==> src/rtl/lpddr_apb_regs_if.sv <==
// APB bus bundle between the LPDDR configuration register block and its master.
interface lpddr_apb_regs_if #(
  parameter int ADDR_W = 12,
  parameter int DATA_W = 32
);
  logic [ADDR_W-1:0] paddr;
  logic [DATA_W-1:0] pwdata;
  logic              pwrite;
  logic              psel;
  logic              penable;
  logic              pready;
  logic [DATA_W-1:0] prdata;

  modport master (
    output paddr, pwdata, pwrite, psel, penable,
    input  pready, prdata
  );

  modport slave (
    input  paddr, pwdata, pwrite, psel, penable,
    output pready, prdata
  );
endinterface

==> src/rtl/lpddr_apb_regs.sv <==
// APB completer holding the LPDDR controller static configuration (CTRL, TIM0,
// TIM1, SCRATCH), a status view, and the mode-register-write request/ack
// handshake. pready/prdata come straight from flops.
module lpddr_apb_regs #(
  parameter int ADDR_W  = 12,
  parameter int DATA_W  = 32,
  parameter int RD_WAIT = 1
) (
  input  logic                 pclk,
  input  logic                 preset,
  lpddr_apb_regs_if.slave      apb,
  output logic [31:0]          cfg_ctrl,
  output logic [31:0]          cfg_tim0,
  output logic [31:0]          cfg_tim1,
  output logic                 mrw_req,
  output logic [7:0]           mrw_ma,
  output logic [7:0]           mrw_op,
  input  logic                 mrw_ack,
  input  logic                 init_done
);

  localparam int WW = ADDR_W - 2;
  localparam logic [WW-1:0] A_CTRL    = WW'(0);
  localparam logic [WW-1:0] A_TIM0    = WW'(1);
  localparam logic [WW-1:0] A_TIM1    = WW'(2);
  localparam logic [WW-1:0] A_MRW     = WW'(3);
  localparam logic [WW-1:0] A_STATUS  = WW'(4);
  localparam logic [WW-1:0] A_SCRATCH = WW'(5);
  localparam logic [2:0]    WAIT_LOAD = 3'(RD_WAIT);

  localparam logic [31:0] TIM0_RST = 32'h0A0A_0604;
  localparam logic [31:0] TIM1_RST = 32'h0000_0C30;

  typedef enum logic [1:0] {IDLE, SETUP, ACCESS} state_t;

  state_t            state_reg;
  logic [WW-1:0]     addr_reg;
  logic              write_reg;
  logic [DATA_W-1:0] wdata_reg;
  logic [DATA_W-1:0] rd_cap_reg;
  logic [2:0]        cnt_reg;
  logic [7:0]        mrw_cnt_reg;
  logic [31:0]       scratch_reg;

  logic [DATA_W-1:0] rd_mux;
  logic              wr_mrw;
  logic              blocked;
  logic              commit;
  logic              unused_bits;

  // Byte-lane address bits carry no meaning in this word-only map.
  assign unused_bits = ^apb.paddr[1:0];

  // Read multiplexer over the live register values; sampled at the setup edge.
  always_comb begin
    rd_mux = '0;
    case (apb.paddr[ADDR_W-1:2])
      A_CTRL:    rd_mux = cfg_ctrl;
      A_TIM0:    rd_mux = cfg_tim0;
      A_TIM1:    rd_mux = cfg_tim1;
      A_MRW:     rd_mux = {mrw_req, 15'b0, mrw_ma, mrw_op};
      A_STATUS:  rd_mux = {16'b0, mrw_cnt_reg, 6'b0, mrw_req, init_done};
      A_SCRATCH: rd_mux = scratch_reg;
      default:   rd_mux = '0;
    endcase
  end

  // A new MRW cannot be accepted while one is still outstanding, unless the
  // ack for the outstanding one arrives on this very edge.
  assign wr_mrw  = write_reg && (addr_reg == A_MRW);
  assign blocked = wr_mrw && mrw_req && !mrw_ack;
  assign commit  = (state_reg == ACCESS) && apb.pready && apb.psel &&
                   apb.penable && write_reg;

  // Transfer FSM, register file and MRW handshake.
  always_ff @(posedge pclk) begin
    if (preset) begin
      state_reg   <= IDLE;
      addr_reg    <= '0;
      write_reg   <= 1'b0;
      wdata_reg   <= '0;
      rd_cap_reg  <= '0;
      cnt_reg     <= '0;
      apb.pready  <= 1'b0;
      apb.prdata  <= '0;
      cfg_ctrl    <= '0;
      cfg_tim0    <= TIM0_RST;
      cfg_tim1    <= TIM1_RST;
      scratch_reg <= '0;
      mrw_req     <= 1'b0;
      mrw_ma      <= '0;
      mrw_op      <= '0;
      mrw_cnt_reg <= '0;
    end else begin
      // Ack retires the outstanding request first; a committing MRW write
      // on the same edge then re-arms it.
      if (mrw_ack && mrw_req)
        mrw_cnt_reg <= mrw_cnt_reg + 8'd1;
      if (commit && wr_mrw) begin
        mrw_req <= 1'b1;
        mrw_ma  <= wdata_reg[15:8];
        mrw_op  <= wdata_reg[7:0];
      end else if (mrw_ack) begin
        mrw_req <= 1'b0;
      end

      if (commit) begin
        case (addr_reg)
          A_CTRL:    cfg_ctrl    <= wdata_reg;
          A_TIM0:    cfg_tim0    <= wdata_reg;
          A_TIM1:    cfg_tim1    <= wdata_reg;
          A_SCRATCH: scratch_reg <= wdata_reg;
          default:   ;
        endcase
      end

      case (state_reg)
        IDLE: begin
          apb.pready <= 1'b0;
          apb.prdata <= '0;
          if (apb.psel && !apb.penable) begin
            addr_reg   <= apb.paddr[ADDR_W-1:2];
            write_reg  <= apb.pwrite;
            wdata_reg  <= apb.pwdata;
            rd_cap_reg <= rd_mux;
            state_reg  <= SETUP;
          end
        end
        SETUP: begin
          if (!apb.psel) begin
            state_reg <= IDLE;
          end else begin
            state_reg <= ACCESS;
            cnt_reg   <= write_reg ? 3'd0 : WAIT_LOAD;
            if ((write_reg || WAIT_LOAD == 3'd0) && !blocked) begin
              apb.pready <= 1'b1;
              apb.prdata <= write_reg ? '0 : rd_cap_reg;
            end
          end
        end
        ACCESS: begin
          if (!apb.psel || apb.pready) begin
            state_reg  <= IDLE;
            apb.pready <= 1'b0;
            apb.prdata <= '0;
          end else begin
            if (cnt_reg != 3'd0)
              cnt_reg <= cnt_reg - 3'd1;
            if (cnt_reg <= 3'd1 && !blocked) begin
              apb.pready <= 1'b1;
              apb.prdata <= write_reg ? '0 : rd_cap_reg;
            end
          end
        end
        default: state_reg <= IDLE;
      endcase
    end
  end

endmodule

==> src/flat_wrapper.sv <==
// flat-port wrapper written by rule: the top's interface ports become plain ports
module lpddr_apb_regs_flat 
#(
  parameter int ADDR_W  = 12,
  parameter int DATA_W  = 32,
  parameter int RD_WAIT = 1
)
  (pclk, preset, cfg_ctrl, cfg_tim0, cfg_tim1, mrw_req, mrw_ma, mrw_op, mrw_ack, init_done, apb_paddr, apb_pwdata, apb_pwrite, apb_psel, apb_penable, apb_pready, apb_prdata);
  lpddr_apb_regs_if #(.ADDR_W(ADDR_W), .DATA_W(DATA_W)) apb_i ();
  input  logic pclk;
  input  logic preset;
  output logic [31:0] cfg_ctrl;
  output logic [31:0] cfg_tim0;
  output logic [31:0] cfg_tim1;
  output logic mrw_req;
  output logic [7:0] mrw_ma;
  output logic [7:0] mrw_op;
  input  logic mrw_ack;
  input  logic init_done;
  input wire logic [$bits(apb_i.paddr)-1:0] apb_paddr;
  input wire logic [$bits(apb_i.pwdata)-1:0] apb_pwdata;
  input wire logic [$bits(apb_i.pwrite)-1:0] apb_pwrite;
  input wire logic [$bits(apb_i.psel)-1:0] apb_psel;
  input wire logic [$bits(apb_i.penable)-1:0] apb_penable;
  output wire logic [$bits(apb_i.pready)-1:0] apb_pready;
  output wire logic [$bits(apb_i.prdata)-1:0] apb_prdata;
  assign apb_i.paddr = apb_paddr;
  assign apb_i.pwdata = apb_pwdata;
  assign apb_i.pwrite = apb_pwrite;
  assign apb_i.psel = apb_psel;
  assign apb_i.penable = apb_penable;
  assign apb_pready = apb_i.pready;
  assign apb_prdata = apb_i.prdata;
  lpddr_apb_regs #(.ADDR_W(ADDR_W), .DATA_W(DATA_W), .RD_WAIT(RD_WAIT)) u_core (.pclk(pclk), .preset(preset), .apb(apb_i), .cfg_ctrl(cfg_ctrl), .cfg_tim0(cfg_tim0), .cfg_tim1(cfg_tim1), .mrw_req(mrw_req), .mrw_ma(mrw_ma), .mrw_op(mrw_op), .mrw_ack(mrw_ack), .init_done(init_done));
endmodule
==> config.mk <==
export PLATFORM = sky130hd
export DESIGN_NAME = lpddr_apb_regs_flat
export DESIGN_NICKNAME = d
export VERILOG_FILES = /design/src/rtl/lpddr_apb_regs_if.sv /design/src/rtl/lpddr_apb_regs.sv /design/src/flat_wrapper.sv
export SDC_FILE = /design/constraint.sdc
export NUM_CORES = 1
export LEC_CHECK = 0
export CAP_MARGIN = 15
export CORE_MARGIN = 10
export CORE_UTILIZATION = 40
export CTS_CLUSTER_SIZE = 8
export DETAILED_ROUTE_END_ITERATION = 8
export PLACE_DENSITY = 0.62
export REMOVE_ABC_BUFFERS = 1
export SYNTH_ARGS = -nofsm -noshare
export SYNTH_HDL_FRONTEND = slang
export SYNTH_SLANG_ARGS = --single-unit
==> constraint.sdc <==
create_clock -name pclk -period 7.1 [get_ports pclk]
set_clock_uncertainty 0.2 [all_clocks]
set_input_delay 0.71 -clock pclk [delete_from_list [all_inputs] [get_ports pclk]]
set_output_delay 0.71 -clock pclk [all_outputs]
set_load 0.05 [all_outputs]
**Run 1: signal wires by layer**

Only two layers are drawn.
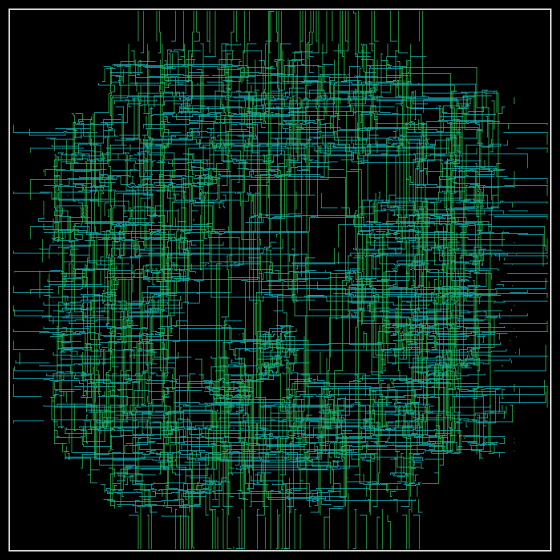
legend:
  cyan:
    layer: metal 1
    wire_length: 16,200 um
  green:
    layer: metal 2
    wire_length: 17,200 um
routed wire length: 36.7 mm
WL/cell: 20.9 um
Vias: 9,738
GRT Total Usage: 0.203

**Run 1: clock nets**

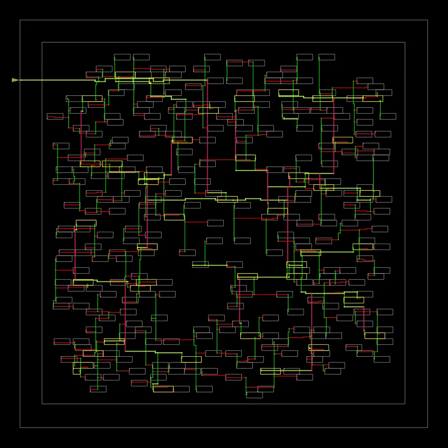
Seq cells: 266
CTS Sinks: 266

==> flow_summary.toml, run 1 <==
# yosys + openroad results
[floorplanning]
chipWidth_um = 187
core_sq_um = 27600
fp_util = 0.404
die-area_sq_um = 35000

[final_timing]
slew_viol_final = 0
worst_pin_slew_ps = 1110
max_slew_margin = 0.259
finalSetupTns_ps = 0
period_needed_ps = 3930
finalHoldViolations = 0

[flow_run]
openroad.warnings = 34

[outcome]
status = "completed"

[place]
dpl-instance-area_sq_um = 13300
dp_hpwl_mm = 22.4
gp_congestion = 0.840
io_buffers = 194

[layout]
seqCellArea_sq_um = 5330
final_nets = 1433
design_area_sq_um = 14400
layout-drive-gt1-share = 0.0982
area.growth.synth_to_final_pct = 28.9
diodes = 0
num-fill-cells = 2610

[synthesis]
ys_area_sq_um = 11200
synthArstFlopShare = 0
syn_inst = 1231
ff_type = "dfxtp_1"
top_cell_area_share = 0.477
netlist_area_sq_um = 11200
avgSynthCellArea_sq_um = 9.07
ys_seq_frac = 0.477
top_area_cell = "dfxtp_1"
top_cell = "dfxtp_1"
edf_count = 0

[power]
powerDensity_nw_per_um2 = 234
leakage_nw = 5.22
pwr-share-clk = 0.485
seqPwrFrac = 0.453
peakVddDrop_mv = 0.138
power_switching_w = 0.000778

[setup_path]
crit_buf_inv = 2
cpPeakStageDelay_ps = 830
critPathMaxFanout = 32
crit_required_ps = 7290
cp.arrival_ps = 4110
startpoint_type = "input port"
slowest_stage = "nand3_2"
cp_top_family = "simple AND/OR/NAND/NOR gates"

[clock_network]
cts_tree = "done"
clkTransAtPathRegs_ps = 50
post_cts_buffers = 0
cts.hold.buffers_added = 0
h-tree-depth = 2

[drt]
vias_per_cell = 5.56
ant_nets = 0

[global_route]
grt_pass1_wl_mm = 57.6

[hold_path]
hp-class = "reg2reg"
**Run 1: selected gate families**

Scale bar: 50 um.
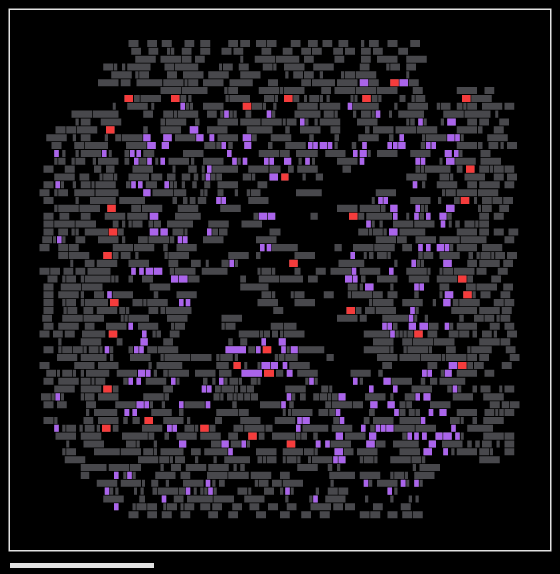
legend:
  purple:
    family: inverting AOI/OAI gates
    cells: 224
    most_used: a21oi_1
  red:
    family: AND-OR and OR-AND gates
    cells: 32
    most_used: a31o_2
    where: all over the die
most instantiated logic cell after routing: dfxtp_1
post-layout instance count excluding filler cells: 1,753
logic share of the area: 0.376

## run 1: layer usage
metal  vias up  track usage  part of all wire
met5         -            0           0.00054
met4         2       0.0425             0.013
met3        40       0.0513             0.076
met2       334        0.335              0.47
met1      4732        0.263              0.44
li1       4630            -                 -
## run 1: kinds of logic after synthesis
kind of cell	count (synthesis)	share of synthesized area
flops	266	0.477
simple gates	423	0.168
compound gates	256	0.144
buf+inv	124	0.0438
fa+ha+maj	8	0.00897
xor+xnor	5	0.00392
mux	149	0.154
## run 1: area by class of cell
| cell class | count | share of cell area |
|---|---|---|
| tap | 378 | 0.0329 |
| clock inverter | 1 | 0.000609 |
| clock buffer | 41 | 0.0713 |
| inverter | 13 | 0.00374 |
| timing repair buffer | 213 | 0.145 |
| multi-input combinational | 841 | 0.376 |
| sequential | 266 | 0.370 |
## run 1: tightest hold or removal path, delay by kind of cell (launching register included)
kind	cells	cell delay, ps
AND-OR/OR-AND	1	50
AND/OR/NAND/NOR	1	40
flip-flops	1	320
## run 1: stage by stage
step	total power (W)	worst slack (ps)	hold slack (ps)	std cells
floorplan	0.00165	1650	225	1120
global route	0.00347	3040	275	1753
detailed placement	0.00176	2700	242	1710
CTS	0.00339	3200	254	1752
global placement	0.00176	2650	235	1710
finish	0.00337	3170	251	1753
## run 1: power groups by stage
stage	Sequential [W]	Clock, W	Combinational (W)
6_report	0.00153	0.00163	0.000208
3_5_place_dp	0.00155	0	0.000206
5_1_grt	0.00153	0.00171	0.000226
4_1_cts	0.00152	0.00166	0.000207
2_1_floorplan	0.00155	0	0.000101
3_3_place_gp	0.00155	0	0.000205
## run 1: layout by cell type (no fill, tap or decap), types with 7 or more instances in the layout
cell / instances
nor4_1: 32
nand2_1: 245
clkdlybuf4s50_1: 191
nor2_1: 31
a31o_2: 29
a21oi_1: 92
dfxtp_1: 265
buf_4: 19
nand4_1: 12
o21ai_0: 60
a22oi_1: 32
o2bb2ai_1: 25
mux2i_1: 124
nand3_1: 72
mux4_2: 17
clkbuf_16: 41
o31ai_1: 9
mux2_2: 8
inv_1: 12
nor2b_1: 7
ha_1: 8
## run 1: final timing paths
check	start	depth (start not counted)	end	slack [ps]
worst max register to register	u_core.addr_reg[4]	5	u_core.cfg_ctrl[13]	3220
worst max-delay path	apb_psel	6	u_core.cfg_ctrl[13]	3170
worst min register to register	u_core.rd_cap_reg[5]	2	u_core.rd_cap_reg[5]	250
worst min-delay path	u_core.rd_cap_reg[5]	2	u_core.rd_cap_reg[5]	250
==> run 2, diff against run 1 <==
--- a/config.mk
+++ b/config.mk
@@ -10,7 +10,7 @@
 export CORE_UTILIZATION = 40
 export CTS_CLUSTER_SIZE = 8
 export DETAILED_ROUTE_END_ITERATION = 8
-export PLACE_DENSITY = 0.62
+export PLACE_DENSITY = 0.65
 export REMOVE_ABC_BUFFERS = 1
 export SYNTH_ARGS = -nofsm -noshare
 export SYNTH_HDL_FRONTEND = slang
==> constraint.sdc (replaced) <==
create_clock -name pclk -period 3.5 [get_ports pclk]
set_clock_uncertainty 0.2 [all_clocks]
set_input_delay 0.35 -clock pclk [delete_from_list [all_inputs] [get_ports pclk]]
set_output_delay 0.35 -clock pclk [all_outputs]
set_load 0.05 [all_outputs]
**Run 2: I/O pins on the die edge**

Pins as bars across the die edge, other pins in grey.
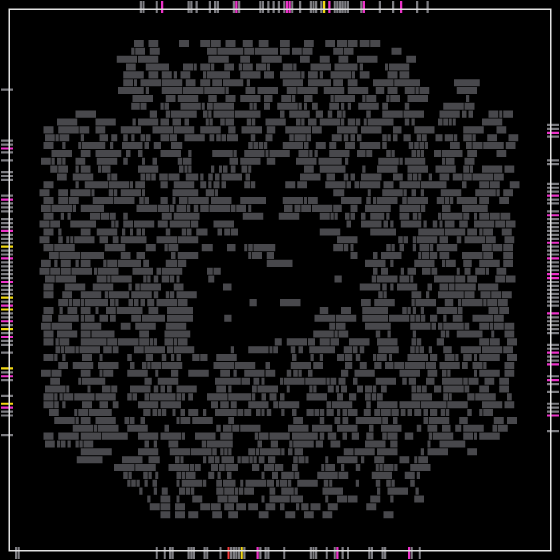
legend:
  yellow:
    port: mrw_op
    pins: 8
    direction: output
    edge: 6 west, 1 north, 1 south
  magenta:
    port: cfg_ctrl
    pins: 32
    direction: output
    edge: 12 east, 10 west, 7 north, 3 south
  red:
    port: apb_penable
    pins: 1
    direction: input
    edge: south
all pins by edge: 58 east, 58 west, 42 north, 39 south
Chip Width: 187 um
die y size: 187 um
Buffers on Ports: 194

==> flow_summary.toml, run 2 <==
# yosys + openroad results
[outcome]
status = "completed"

[layout]
diodes = 0
layout-drive-gt1-share = 0.106
mostFrequentLayoutCell = "dfxtp_1"
final_nets = 1444
area.growth.synth_to_final_pct = 30.1
lay_top_cells = "dfxtp_1 (265), nand2_1 (245), clkdlybuf4s50_1 (191)"

[setup_path]
startpoint_type = "flip-flop"
critical_path.startpoint = "u_core.addr_reg[4]"
crit_required_ps = 3740
r2r_cells = 5
cpPeakStageDelay_ps = 690
cp-endpoint = "u_core.cfg_ctrl[23]"
r2r-start = "u_core.addr_reg[4]"
rrSetupSlack_ps = 690
critPathMaxFanout = 68
slowest_stage = "or4_2"

[drt]
routedWlPerCell_um = 21.2
routed_wl_mm = 37.4

[power]
peakVddDrop_mv = 0.257
leakage_nw = 5.30
powerDensity_nw_per_um2 = 476

[synthesis]
ys_area_sq_um = 11200
synthArstFlopShare = 0
ys_seq_frac = 0.477
edf_count = 0
syn_inst = 1231
top_area_cell = "dfxtp_1"

[floorplanning]
die-area_sq_um = 35000
fp_util = 0.404
core_sq_um = 27600

[place]
gp_congestion = 0.824
dp_hpwl_mm = 23.4

[global_route]
track_usage = 0.205
grt_pass1_wl_mm = 57.9

[final_timing]
period_needed_ps = 2810
max_slew_margin = 0.329
slew_viol_final = 0
worst_pin_slew_ps = 1000
finalHoldViolations = 0

[clock_network]
clkTransAtPathRegs_ps = 50
cts_tree = "done"
post_cts_buffers = 0
cts.hold.buffers_added = 0

[hold_path]
hp-class = "in2reg"

[flow_run]
openroad.warnings = 34
-- run 2: worst min-delay path by stage --
stage | from | slack, ps | cells after the start | endpoint
finish | preset | 100 | 2 | u_core.wdata_reg[2]
floorplan | preset | 220 | 1 | u_core.addr_reg[0]
CTS | preset | 80 | 2 | u_core.scratch_reg[7]
global placement | u_core.rd_cap_reg[24] | 240 | 2 | u_core.rd_cap_reg[24]
detailed placement | u_core.rd_cap_reg[2] | 240 | 2 | u_core.rd_cap_reg[2]
global route | preset | 100 | 2 | u_core.wdata_reg[2]
-- run 2: final cells by class --
cell class / count / area (sq um) / area share
Sequential cell: 266 / 5330 / 0.367
Tap cell: 378 / 473 / 0.0326
Multi-Input combinational cell: 841 / 5410 / 0.372
Clock buffer: 42 / 1040 / 0.0716
Inverter: 13 / 53.8 / 0.00370
Clock inverter: 1 / 30.0 / 0.00207
Timing Repair Buffer: 224 / 2190 / 0.151
-- run 2: metrics by stage --
step	hold WS, ps	cell area (sq um)	std cells	worst slack (ps)	total power, W
floorplan	219	10700	1120	-1950	0.00335
global placement	237	13500	1722	555	0.00358
detailed placement	241	13500	1722	478	0.00358
CTS	84.0	14500	1765	702	0.00697
global route	103	14500	1765	578	0.00712
finish	104	14500	1765	693	0.00691
-- run 2: cells by family after synthesis --
family                     synth area share
and+or+nand+nor                       0.168
adders and majority gates           0.00897
muxes                                 0.154
xor gates and xnor gates            0.00392
AOI/OAI and AO/OA                     0.144
buffers and inverters                0.0438
DFF                                   0.477
-- run 2: worst max-delay path, delay by kind of cell (launching register included) --
kind	cells	cell delay [ps]
simple gates	3	1660
buf+inv	1	400
flops	1	310
compound gates	1	150
-- run 2: per-layer routing --
layer | GRT usage | up-vias | share of wire
met5 | 0 | - | 0.00021
met2 | 0.332 | 317 | 0.46
met3 | 0.0585 | 42 | 0.077
li1 | - | 4652 | -
met1 | 0.264 | 4854 | 0.45
met4 | 0.0478 | 2 | 0.015
-- run 2: power by group --
part / leakage [nW] / internal [W] / switching [W]
combinational: 2.63 / 0.000147 / 0.000283
clock: 0.527 / 0.00213 / 0.00125
sequential: 2.15 / 0.00307 / 0.0000300
Power is estimated from default activity; no workload was simulated.
